**PDN straps and rails**

Bar = 10 um. Pins as bars on the die edge. Tap cells in gray.
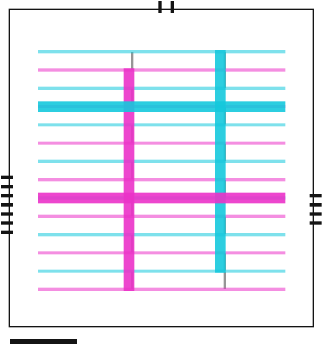
**Placed cells, one color a class**

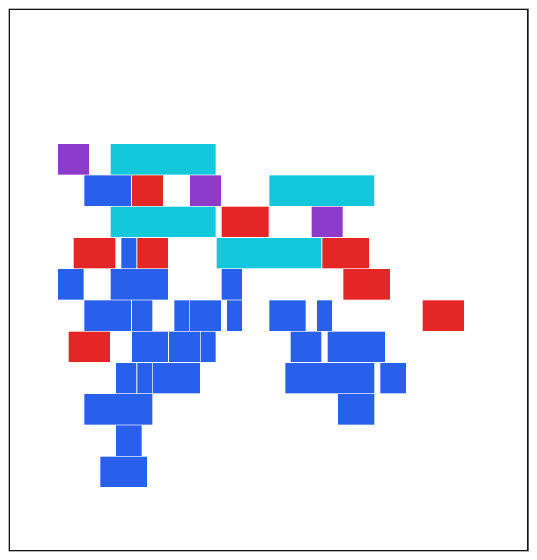
**Clock wires, drivers and flops**

Bar = 10 um.
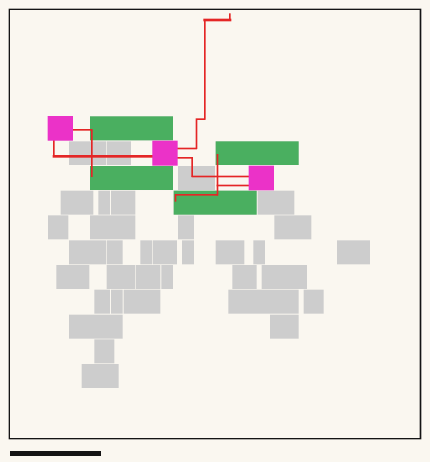
Design mult32x32_fast_fsm, sky130hd; sources not shown.
==> results.cfg <==
; synthesis and place-and-route metrics
[finish]
comb_share = 0.463
final.fill_count = 137
final_cells = 56
combGateArea_um2 = 201
regArea_um2 = 100
largest_class = logic gates
drive_gt1_frac = 0.488

[synth]
synth.distinct_cells = 18
ys_warn_count = 0
syn_avg_cell_area_um2 = 8.46
synthesis.area_um2 = 279
yosys-top-cells-area = dfrtp_1 36%, nand2_1 9.4%, xnor2_1 6.3%, nand3b_1 5.4%, nand2b_4 4.9%
yosysCellCount = 33

[clock_network]
cts_made_buffers = 3
clock-sinks = 4
root_buffer = clkbuf_4

[status]
status = finished, violations left
violations = negative setup slack

[die]
tap_cells = 15
io_pins = 13
die_area_mm2 = 0.00212

[power_and_ir_drop]
leakage_nw = 0.198
power_density_mw_per_mm2 = 2070

[critical_path]
critPathArrivalTime_ns = 1.18
crit_required_ns = 1.11
cp-end-kind = primary output
crit_path_start_kind = flip-flop
path_cells = buf_6, nand2b_4, nor4_4
cp_slowest_stage_delay_ns = 0.37

[route]
wl_met3_um = 100
viasPerCell = 4.61
first_iter_violations = 6
drc = 0
dr.pass1.iters = 4

[global_route]
grt_pass1_wl_mm = 1.06
globalRouteMet3Util = 0.0690
overflow = 0
busiest_layer = met2

[timing]
worst_pin_slew_ns = 0.389
fin_ws_ns = -0.0652
final_hold_viol_count = 0
setup_viol = 3

[flow_run]
warnings = 28
About 'PDN straps and rails':
legend:
  VSS:
    color: magenta
  VDD:
    color: cyan
met4 straps: 2
met5 straps: 2
tap cells: 15
signal pins: 13
met1 rails: 14
peak supply drop: 0.693 mV
core region area: 0.00130 mm^2
die height: 47 um
Die W: 45 um

About 'placed cells, one color a class':
legend:
  cells driving clock nets:
    color: purple
    cells: 3
    share_of_their_area: 5.4%
  flip-flops:
    color: cyan
    cells: 4
    share_of_their_area: 24%
  all other logic:
    color: blue
    cells: 26
    share_of_their_area: 52%
  other buffers and delay cells:
    color: red
    cells: 8
    share_of_their_area: 19%
fin area: 435 um^2
Seq area share: 0.230
Final Core Density: 0.335

About 'clock wires, drivers and flops':
legend:
  clock wires:
    color: red
    length: 71.5 um
  flip-flops:
    color: green
    count: 4
  cells driving clock nets:
    color: magenta
    count: 3
routed clock nets: 4
Clk pwr share: 0.154
Clock Power: 0.138 mW
worst skew pair latency: 0.23 ns

-- cell usage in the layout, fill, tap and decap left out, drive strengths merged, types with 2 or more instances in the layout --
cell / n
nand2: 7
inv: 3
nand3b: 2
nor2: 3
clkbuf: 3
xnor2: 2
dlygate4sd3: 3
buf: 5
dfrtp: 4
a21oi: 2
-- where the power goes --
part / internal, mW / switching [mW]
clock network: 0.0955 / 0.0426
registers: 0.156 / 0.0340
logic: 0.238 / 0.333
total: 0.490 / 0.410
-- synthesized netlist by cell type --
cell       n
nor3_1     1
nor2_1     3
a21oi_1    1
o2111ai_1  1
dfrtp_1    4
buf_6      1
xnor2_1    2
nand3_1    1
buf_4      1
buf_2      1
nand3b_1   2
nand2_1    7
nor4_1     1
nor2b_4    1
inv_1      3
a21o_1     1
a21oi_2    1
nand2b_4   1
-- logic make-up after synthesis --
kind of cell	count (synthesis)	synth area share
and+or+nand+nor	17	0.345
buffers and inverters	6	0.126
xor gates and xnor gates	2	0.0628
DFF	4	0.359
AOI/OAI and AO/OA	4	0.108
-- repair_timing --
item / CTS / global route
setup endpoints to repair: 6 / 6
hold endpoints to repair: 8 / 0
hold buffers: 3 / 0
pin swaps: 1 / 1
resized: 15 / 2
setup buffers: 0 / 2
gates cloned: 0 / 0
-- worst register-to-register path, cell delays in order (launching register included) --
cell	delay (ns)
dfrtp_1	0.33
buf_6	0.14
nor2b_4	0.26
nand2_2	0.11
nor3_1	0.17
-- per-stage QoR --
stage / util / setup slack (ns)
global route: 0.335 / -0.120
finish: 0.335 / -0.0652
global placement: 0.234 / 0.0439
floorplan: - / 0.0961
detailed placement: 0.234 / 0.0192
CTS: 0.317 / -0.0874
No activity file was given, so power comes from the tool's default toggle rates.
